[config.mk]
export PLATFORM = sky130hd
export DESIGN_NAME = rx_deserializer_sync
export DESIGN_NICKNAME = d
export VERILOG_FILES = /design/src/rtl/rx_deserializer_sync_pkg.sv /design/src/rtl/rx_deserializer_sync_lane.sv /design/src/rtl/rx_deserializer_sync.sv
export SDC_FILE = /design/constraint.sdc
export NUM_CORES = 1
export LEC_CHECK = 0
export CAP_MARGIN = 10
export CORE_MARGIN = 2
export CORE_UTILIZATION = 61
export CTS_CLUSTER_SIZE = 25
export DETAILED_ROUTE_END_ITERATION = 16
export PLACE_DENSITY = 0.81
export SYNTH_ARGS = -nofsm -noshare
export SYNTH_HDL_FRONTEND = slang
export SYNTH_SLANG_ARGS = --single-unit
[constraint.sdc]
create_clock -name bit_clk_i -period 4.62 [get_ports bit_clk_i]
set_clock_uncertainty 0.05 [all_clocks]
set_input_delay 1.386 -clock bit_clk_i [delete_from_list [all_inputs] [get_ports bit_clk_i]]
set_output_delay 1.386 -clock bit_clk_i [all_outputs]
set_load 0.01 [all_outputs]
[src/rtl/rx_deserializer_sync_pkg.sv]
// rtl/rx_deserializer_sync_pkg.sv - shared constants for the HS receive deserializer
package rx_deserializer_sync_pkg;

    localparam int BYTE_W = 8;

    localparam logic [BYTE_W-1:0] SYNC_WORD_DEFAULT = 8'hB8;

    typedef logic [1:0] lane_state_t;

    localparam lane_state_t LANE_IDLE    = 2'd0;
    localparam lane_state_t LANE_HUNT    = 2'd1;
    localparam lane_state_t LANE_ALIGNED = 2'd2;

endpackage

[src/rtl/rx_deserializer_sync_lane.sv]
// rtl/rx_deserializer_sync_lane.sv - one lane: sync hunt, byte alignment and byte output
module rx_deser_lane
    import rx_deserializer_sync_pkg::*;
#(
    parameter logic [BYTE_W-1:0] SYNC_WORD    = SYNC_WORD_DEFAULT,
    parameter int                SYNC_TIMEOUT = 64
) (
    input  logic              clk,
    input  logic              reset,
    input  logic              hs_en,
    input  logic              bit_data,
    output logic [BYTE_W-1:0] byte_data,
    output logic              byte_valid,
    output logic              sync_det,
    output logic              err_sot,
    output logic              aligned
);

    localparam int TW = $clog2(SYNC_TIMEOUT + 1);
    localparam logic [TW-1:0] TO_MAX = TW'(SYNC_TIMEOUT);

    lane_state_t       state;
    logic [BYTE_W-1:0] sr;
    logic [BYTE_W-1:0] sr_next;
    logic [2:0]        bit_cnt;
    logic [TW-1:0]     to_cnt;
    logic [TW-1:0]     to_cnt_inc;

    // Bits arrive LSB-first, so each new bit enters at the MSB.
    assign sr_next    = {bit_data, sr[BYTE_W-1:1]};
    assign to_cnt_inc = to_cnt + 1'b1;
    assign aligned    = (state == LANE_ALIGNED);

    // Lane FSM with shift register, counters and registered outputs; dropping
    // hs_en wins over sync match and byte completion in the same cycle.
    always_ff @(posedge clk) begin
        if (reset) begin
            state      <= LANE_IDLE;
            sr         <= '0;
            bit_cnt    <= '0;
            to_cnt     <= '0;
            byte_data  <= '0;
            byte_valid <= 1'b0;
            sync_det   <= 1'b0;
            err_sot    <= 1'b0;
        end else begin
            byte_valid <= 1'b0;
            sync_det   <= 1'b0;
            if (!hs_en) begin
                state   <= LANE_IDLE;
                sr      <= '0;
                bit_cnt <= '0;
                to_cnt  <= '0;
                err_sot <= 1'b0;
            end else begin
                case (state)
                    LANE_IDLE: begin
                        state   <= LANE_HUNT;
                        to_cnt  <= '0;
                        err_sot <= 1'b0;
                    end
                    LANE_HUNT: begin
                        sr <= sr_next;
                        if (sr_next == SYNC_WORD) begin
                            sync_det <= 1'b1;
                            bit_cnt  <= '0;
                            state    <= LANE_ALIGNED;
                        end else if (to_cnt != TO_MAX) begin
                            to_cnt <= to_cnt_inc;
                            if (to_cnt_inc == TO_MAX) begin
                                err_sot <= 1'b1;
                            end
                        end
                    end
                    LANE_ALIGNED: begin
                        sr      <= sr_next;
                        bit_cnt <= bit_cnt + 3'd1;
                        if (bit_cnt == 3'd7) begin
                            byte_data  <= sr_next;
                            byte_valid <= 1'b1;
                        end
                    end
                    default: begin
                        state <= LANE_IDLE;
                    end
                endcase
            end
        end
    end

endmodule

[src/rtl/rx_deserializer_sync.sv]
// rtl/rx_deserializer_sync.sv - multi-lane HS receive deserializer top
module rx_deserializer_sync
    import rx_deserializer_sync_pkg::*;
#(
    parameter int                NUM_LANES    = 4,
    parameter logic [BYTE_W-1:0] SYNC_WORD    = SYNC_WORD_DEFAULT,
    parameter int                SYNC_TIMEOUT = 64
) (
    input  logic                        bit_clk_i,
    input  logic                        reset_i,
    input  logic [NUM_LANES-1:0]        hs_en_i,
    input  logic [NUM_LANES-1:0]        bit_data_i,
    output logic [BYTE_W*NUM_LANES-1:0] byte_data_o,
    output logic [NUM_LANES-1:0]        byte_valid_o,
    output logic [NUM_LANES-1:0]        sync_det_o,
    output logic                        lanes_aligned_o,
    output logic [NUM_LANES-1:0]        err_sot_o
);

    logic [NUM_LANES-1:0] lane_aligned;

    for (genvar n = 0; n < NUM_LANES; n++) begin : g_lane
        rx_deser_lane #(
            .SYNC_WORD    (SYNC_WORD),
            .SYNC_TIMEOUT (SYNC_TIMEOUT)
        ) u_lane (
            .clk        (bit_clk_i),
            .reset      (reset_i),
            .hs_en      (hs_en_i[n]),
            .bit_data   (bit_data_i[n]),
            .byte_data  (byte_data_o[BYTE_W*n +: BYTE_W]),
            .byte_valid (byte_valid_o[n]),
            .sync_det   (sync_det_o[n]),
            .err_sot    (err_sot_o[n]),
            .aligned    (lane_aligned[n])
        );
    end

    // Disabled lanes do not hold the flag down, but at least one lane must be enabled.
    always_ff @(posedge bit_clk_i) begin
        if (reset_i) begin
            lanes_aligned_o <= 1'b0;
        end else begin
            lanes_aligned_o <= (&(~hs_en_i | lane_aligned)) & (|hs_en_i);
        end
    end

endmodule

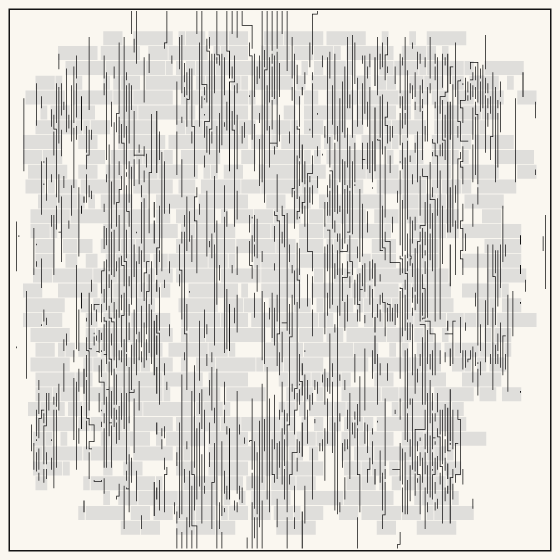
run_1/m2.png
share of all routed wire: 51%
longest straight run: 38.1 µm
wire length on this layer: 5960 µm
routed via count: 4444
met2 usage: 44.2%
final wirelength: 11700 µm

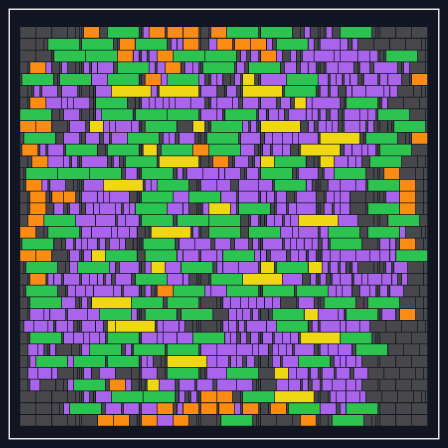
run_1/class_map.png
Fill, decap, tap and diode cells in grey.
[registers] green | cells: 121 | share of their area: 38%
[remaining buffers and delay cells] orange | cells: 56 | share of their area: 8.6%
[clock drivers and dummy loads] yellow | cells: 32 | share of their area: 8.3%
[remaining logic cells] purple | cells: 458 | share of their area: 45%
final instance area: 6560 µm²
core footprint: 8720 µm²
fin util: 75.3%
fraction of area in registers: 36.9%
Site Rows: 34

==> out/metrics.csv, run 1 <==
stage,metric,value,unit
outcome,status,completed,
synthesis,flops out of synthesis,121,
detailed_routing,post-route ant nets,0,
pwr,Comb power,0.0000940,W
detailed_routing,drt drc,0,
synthesis,asr flop ratio synth,0,%
synthesis,"Seq share, synth",44.0,%
synthesis,"Adder Share, Synth",6.59,%
placement,Placement Cell Area,6030,µm²
floorplanning,die height,99.0,µm
run,number of OpenROAD warnings,39,
placement,Detail Placement HPWL,8040,µm
pwr,P_clk,0.00117,W
hold_path,Hold Path Sink,g_lane[3].u_lane.err_sot,
critical_path,"critical path, cell by cell",clkdlybuf4s50_1 > nand4b_1 > or4_1 > a21oi_1 > mux2i_1 > nor2_1,
global_route,number of global-route vias before repair,4379,
pwr,clock share of power,50.6,%
global_route,largest net degree at the start of global routing,24,
critical_path,Critical R2R Launch,g_lane[0].u_lane.state[1],
pwr,share of power burned in registers,45.4,%
global_route,total gr overflow,0,
global_route,first-pass GRT wire length,20200,µm
pwr,Top pwr grp,clock,
sta,TNS Setup,0,ns
synthesis,Dominant comb cell,simple AND/OR/NAND/NOR gates,
pwr,Cell Pwr Density,353,nW/µm²
critical_path,r2r setup slk,2.14,ns
synthesis,biggest area cells,"dfxtp_1 44%, mux2i_1 11%, ha_1 6.6%, nor2_1 5.7%, nand2_1 3.5%",
sta,Final setup viols,0,
critical_path,worst r2r dst,g_lane[0].u_lane.err_sot,
sta,Fin. Hold Viols,0,
sta,fmax,332,MHz
synthesis,top cells by count,"121 x dfxtp_1, 83 x nor2_1, 62 x mux2i_1",
synthesis,# Cells Yosys,611,
critical_path,Crit-path slowest cell,or4_1,
critical_path,worst setup path endpoint,g_lane[0].u_lane.state[0],
floorplanning,chip area,9800,µm²
sta,RSZ-0062 raised after global routing,false,
clock_network,H-tree levels,4,
pwr,sw power,0.000570,W
pwr,Switching Share,24.6,%
layout,fill cell count,617,
synthesis,Ys Warns,0,
sta,period utilisation layout,65.3,%
layout,Layout Cells excl Fill,775,
placement,RePlAce Congestion,0.820,
synthesis,syn_nets,650,
synthesis,Post-synth EDFFs,0,
synthesis,aoi share,11.4,%
synthesis,most common cell in the netlist,dfxtp_1,
placement,"worst slack, placed",1.11,ns
critical_path,Worst Setup SP,bit_data_i[0],
critical_path,"slowest stage delay, CP",0.58,ns
synthesis,XOR/XNOR share of the synthesized area,0.477,%
synthesis,Avg Inst Size Synth,9.01,µm²
pwr,Seq. pwr,0.00105,W
clock_network,CTS tree,yes,
layout,# diodes,0,
sta,Slew headroom,59.2,%
placement,# placed instances,743,
clock_network,"CTS clk-pin slew, worst paths",0.06,ns
detailed_routing,initial drt markers,163,
clock_network,TritonCTS Sinks,121,
floorplanning,Die W,99.0,µm
critical_path,cell family with most CP delay,simple AND/OR/NAND/NOR gates,
critical_path,worst-path maximum fanout,3,
sta,slack of the critical path,1.60,ns
global_route,initial antenna violation count,0,
clock_network,Insertion Delay late pin,0.52,ns
run,Max-Cap Viols,0,
layout,Syn-to-layout area delta,19.2,%
sta,"Slew Viols, Final",0,
critical_path,WP data required,4.94,ns
critical_path,arrival time at the worst endpoint,3.34,ns
hold_path,hold path startpoint,g_lane[3].u_lane.err_sot,
global_route,Total GRT Usage,25.2,%
layout,FF+latch area,2420,µm²
pwr,Tot Pwr,0.00232,W
detailed_routing,Vias/cell,5.73,
hold_path,HP Class,reg2reg,
clock_network,# Post-CTS Setup Buffers,0,
synthesis,Mapped Cells,611,
clock_network,post-cts resize count,0,
critical_path,kind of start point of the critical path,input pin,
floorplanning,Init Core Util,63.2,%
critical_path,Setup crit end kind,flip-flop,
clock_network,Root Driver,clkbuf_8,
synthesis,Yosys cell types,58,
critical_path,WS Path Type,in2reg,
pwr,internal power,0.00175,W
layout,Final Net Count,693,
sta,"Min Clock Period, post-route",3.02,ns
synthesis,synthesized area,5510,µm²
detailed_routing,drt pass-1 iters,4,
pwr,Logic pwr share,4.1,%
pwr,Worst VDD drop,0.203,mV
floorplanning,I/O pins,55,
critical_path,Critical Path Stages,6,
synthesis,YS chip area,5510,µm²
synthesis,Post-synth mux share,11.3,%
critical_path,R2R depth,7,
synthesis,post-synth top area share,44.0,%
pwr,LEAKAGE,2.52,nW
synthesis,ys flop type,dfxtp_1,
critical_path,"Buf+Inv Stages, Crit Path",1,
clock_network,TritonCTS buffer count,17,
synthesis,Synth Area in Simple Gates,20.5,%
sta,final hold slack,0.409,ns
sta,measured slew at the worst slew-check pin,0.597,ns
hold_path,Hold Crit Depth,2,
clock_network,Max clock buf depth,2,
synthesis,post-synth top area cell,dfxtp_1,
detailed_routing,DR WL/cell,15.1,µm
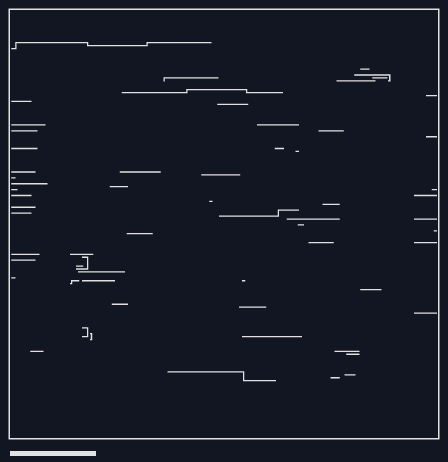
run_1/m3.png
Bar = 20 µm.
longest straight run: 17.5 µm
main direction: horizontal
GR Util met3: 5.60%

[run 1: state kept, by name (all words and copies together), names as in the netlist]
register / cells
g_lane.u_lane.to_cnt: 28
g_lane.u_lane.byte_valid: 4
g_lane.u_lane.sr: 28
g_lane.u_lane.err_sot: 4
g_lane.u_lane.bit_cnt: 12
lanes_aligned_o: 1
g_lane.u_lane.sync_det: 4
g_lane.u_lane.state: 8
g_lane.u_lane.byte_data: 32
[run 1: layout by cell type, fill, tap and decap left out, types with 4 or more instances in the layout]
cell type	netlist	final
dfxtp_1	121	121
nor2_1	83	83
mux2i_1	62	62
clkdlybuf4s50_1	0	54
nand2_1	52	52
inv_1	40	40
nand3_1	31	31
a21oi_1	30	30
ha_1	29	29
or3_1	17	17
clkbuf_16	0	16
o21ai_0	14	14
o221ai_1	11	11
nor3_1	8	8
nand2b_1	7	7
clkinv_4	0	7
and3_1	6	6
a31oi_1	5	5
nor4b_1	4	4
nor2b_1	4	4
clkinvlp_4	0	4
[run 1: worst reg2reg max path: cells and delay by family, from the launching register on]
| family | cells | cell delay, ns |
|---|---|---|
| simple gates | 3 | 0.96 |
| buf+inv | 1 | 0.08 |
| fa+ha+maj | 1 | 0.33 |
| compound gates | 2 | 0.61 |
| flops | 1 | 0.37 |
[run 1: area by class of cell]
type | count | area share [%]
inverters | 40 | 2.29
multi-input cells | 418 | 42.1
repair buffers | 56 | 8.46
clock inverters | 15 | 1.87
flip-flops and latches | 121 | 36.9
well taps | 108 | 2.06
clock buffers | 17 | 6.31
[run 1: per-layer routing]
layer / vias up / GRT usage (%) / share of wire, %
met5: - / 0 / 0
met4: 0 / 8.32 / 1.1
met3: 15 / 5.60 / 3.6
met2: 97 / 44.2 / 51
met1: 2131 / 30.6 / 44
li1: 2201 / - / -
run_1/placed.png
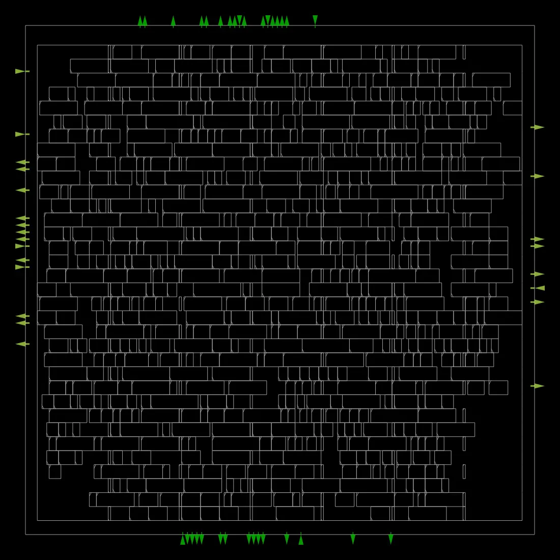

==> run 2: changes to the inputs <==
--- a/config.mk
+++ b/config.mk
@@ -7,10 +7,10 @@
 export LEC_CHECK = 0
 export CAP_MARGIN = 10
 export CORE_MARGIN = 2
-export CORE_UTILIZATION = 61
+export CORE_UTILIZATION = 57
 export CTS_CLUSTER_SIZE = 25
 export DETAILED_ROUTE_END_ITERATION = 16
-export PLACE_DENSITY = 0.81
+export PLACE_DENSITY = 0.76
 export SYNTH_ARGS = -nofsm -noshare
 export SYNTH_HDL_FRONTEND = slang
 export SYNTH_SLANG_ARGS = --single-unit
==> constraint.sdc (replaced) <==
create_clock -name bit_clk_i -period 2.8 [get_ports bit_clk_i]
set_clock_uncertainty 0.05 [all_clocks]
set_input_delay 0.84 -clock bit_clk_i [delete_from_list [all_inputs] [get_ports bit_clk_i]]
set_output_delay 0.84 -clock bit_clk_i [all_outputs]
set_load 0.01 [all_outputs]
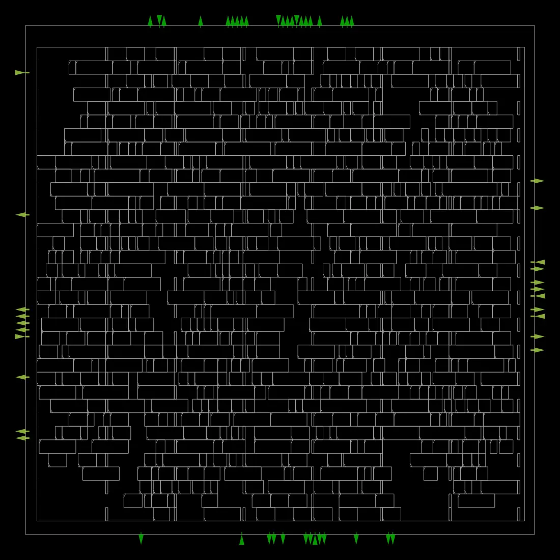
run_2/placed.png
Site Rows: 35
Layout Cells excl Fill: 823

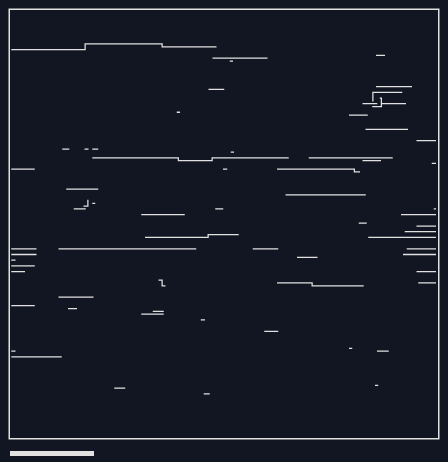
run_2/m3.png
Bar = 20 µm.
wire length on this layer: 479 µm
share of all routed wire: 4.1%
longest straight run: 32.7 µm
nets with wire on the layer: 49

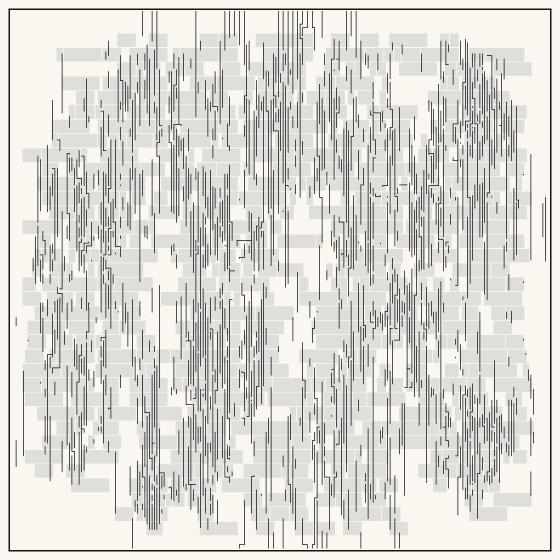
run_2/m2.png
wire length on this layer: 5870 µm
longest straight run: 38.1 µm
share of all routed wire: 50%
nets with wire on the layer: 607
final wirelength: 11700 µm
met2 usage: 39.9%

==> run 2 against run 1 <==
  * Register-to-register slack worse by 1.6 ns
  * Largest power group unchanged
  * Die size is 6.7% higher
  * Combinational power is 93% higher
  * Critical path type unchanged
==> out/metrics.csv, run 2 <==
stage,metric,value,unit,change
outcome,status,completed,,
detailed_routing,Vias/cell,5.48,,-4.4%
detailed_routing,routed via count,4513,,+1.6%
layout,multi-input gate share of total cell area,40.6,%,-1.5 points
critical_path,WS Path Type,in2reg,,
layout,# diodes,0,,unchanged
pwr,share of power burned in registers,44.1,%,-1.3 points
placement,Placement Cell Area,6260,µm²,+3.8%
sta,"Min Clock Period, post-route",2.33,ns,
layout,biggest regs,"g_lane.u_lane.byte_data: 32 flops, g_lane.u_lane.sr: 28 flops, g_lane.u_lane.to_cnt: 28 flops",,
pwr,LEAKAGE,2.67,nW,+5.8%
synthesis,post-synth top area share,44.0,%,unchanged
pwr,Worst VDD drop,0.582,mV,+190%
sta,Fin. Hold Viols,0,,unchanged
floorplanning,chip area,10500,µm²,+6.7%
synthesis,YS chip area,5510,µm²,unchanged
layout,Non-Clock Buffer Area Fraction,11.1,%,+2.7 points
synthesis,Avg Inst Size Synth,9.01,µm²,unchanged
sta,Slew headroom,56.8,%,-2.4 points
pwr,Comb power,0.000181,W,+93%
layout,fraction of area in registers,35.6,%,-1.3 points
floorplanning,I/O pins,55,,unchanged
clock_network,Root Driver,clkbuf_8,,
synthesis,top cells by count,"121 x dfxtp_1, 83 x nor2_1, 62 x mux2i_1",,
critical_path,WP data required,3.16,ns,-1.78 ns
sta,Final setup viols,0,,unchanged
clock_network,post-cts resize count,0,,unchanged
floorplanning,Die W,102,µm,+3.3%
critical_path,kind of start point of the critical path,input pin,,
global_route,Total GRT Usage,23.9,%,-1.4 points
critical_path,Critical R2R Launch,g_lane[0].u_lane.state[1],,
sta,RSZ-0062 raised after global routing,false,,
sta,fmax,428,MHz,
floorplanning,Tapcells,129,,+19%
placement,# placed instances,791,,+6.5%
detailed_routing,drt drc,0,,unchanged
hold_path,HP Class,reg2reg,,
global_route,first-pass GRT wire length,19600,µm,-2.9%
layout,final instance area,6810,µm²,+3.7%
pwr,Switching Share,23.4,%,-1.2 points
synthesis,Mapped Cells,611,,unchanged
layout,Non-clock inverters,40,,unchanged
critical_path,worst-path maximum fanout,6,,+3
sta,period utilisation layout,83.3,%,
layout,fill cell count,665,,+7.8%
detailed_routing,drt pass-1 iters,4,,unchanged
pwr,Cell Pwr Density,578,nW/µm²,+63%
clock_network,H-tree levels,4,,unchanged
global_route,largest net degree at the start of global routing,28,,+17%
global_route,number of global-route vias before repair,4362,,-0.39%
pwr,Logic pwr share,4.6,%,+0.5 points
layout,Largest cell class,combinational gates,,
layout,#MultiIn Comb,418,,unchanged
synthesis,post-synth top area cell,dfxtp_1,,
detailed_routing,initial drt markers,182,,+12%
synthesis,ys flop type,dfxtp_1,,
layout,Syn-to-layout area delta,23.6,%,
synthesis,# Cells Yosys,611,,unchanged
detailed_routing,post-route ant nets,0,,unchanged
critical_path,worst r2r dst,g_lane[0].u_lane.err_sot,,
placement,RePlAce Congestion,0.880,,+7.4%
global_route,initial antenna violation count,0,,unchanged
synthesis,syn_nets,650,,unchanged
layout,# clk buffers,19,,+2
pwr,Top pwr grp,clock,,
clock_network,TritonCTS Sinks,121,,unchanged
layout,bufs w/o clock,83,,+48%
layout,most numerous logic cell after layout,dfxtp_1,,
detailed_routing,DR WL/cell,14.2,µm,-5.8%
critical_path,Setup crit end kind,flip-flop,,
layout,FF+latch area,2420,µm²,unchanged
pwr,P_clk,0.00202,W,+73%
[run 2: cells by family after synthesis]
group / synth area share (%)
AND-OR/OR-AND: 11.4
AND/OR/NAND/NOR: 20.5
XOR/XNOR: 0.477
flip-flops: 44.0
adder cells (fa/ha/maj): 6.59
multiplexers: 11.3
buffers and inverters: 5.84
[run 2: worst max-delay path by stage]
stage	from	end	slack (ns)	cells past startpoint
global route	bit_data_i[0]	g_lane[0].u_lane.to_cnt[3]	0.29	6
CTS	g_lane[0].u_lane.byte_data[4]	byte_data_o[4]	0.48	1
finish	bit_data_i[0]	g_lane[0].u_lane.to_cnt[3]	0.47	6
detailed placement	bit_data_i[0]	g_lane[0].u_lane.to_cnt[3]	-0.05	6
floorplan	bit_data_i[0]	g_lane[0].u_lane.err_sot	0.47	5
global placement	bit_data_i[0]	g_lane[0].u_lane.to_cnt[3]	0.02	6
[run 2: stage by stage]
| stage | utilization (%) | setup slack [ns] | total power, W | TNS [ns] |
|---|---|---|---|---|
| after floorplan | - | 0.473 | 0.00188 | 0 |
| after global placement | 67.1 | 0.0222 | 0.00195 | 0 |
| after detailed placement | 67.1 | -0.0472 | 0.00195 | -0.104 |
| after CTS | 73.0 | 0.476 | 0.00395 | 0 |
| after global routing | 73.0 | 0.290 | 0.00405 | 0 |
| final | 73.0 | 0.466 | 0.00393 | 0 |
[run 2: routing by layer]
metal  track usage [%]  routed length, µm  vias up
met5                 0                  0        -
met1              28.9               5110     2121
met2              39.9               5870       98
met3              6.36                478       26
li1                  -                  -     2268
met4              10.9                242        0
[run 2: worst max-delay path: stages]
cell             delay, ns
clkdlybuf4s50_1       0.48
nand4b_1              0.12
nor4_1                0.57
nor3_1                0.25
a22o_2                0.28
a22o_1                0.17
Power and IR drop assume default switching activity.
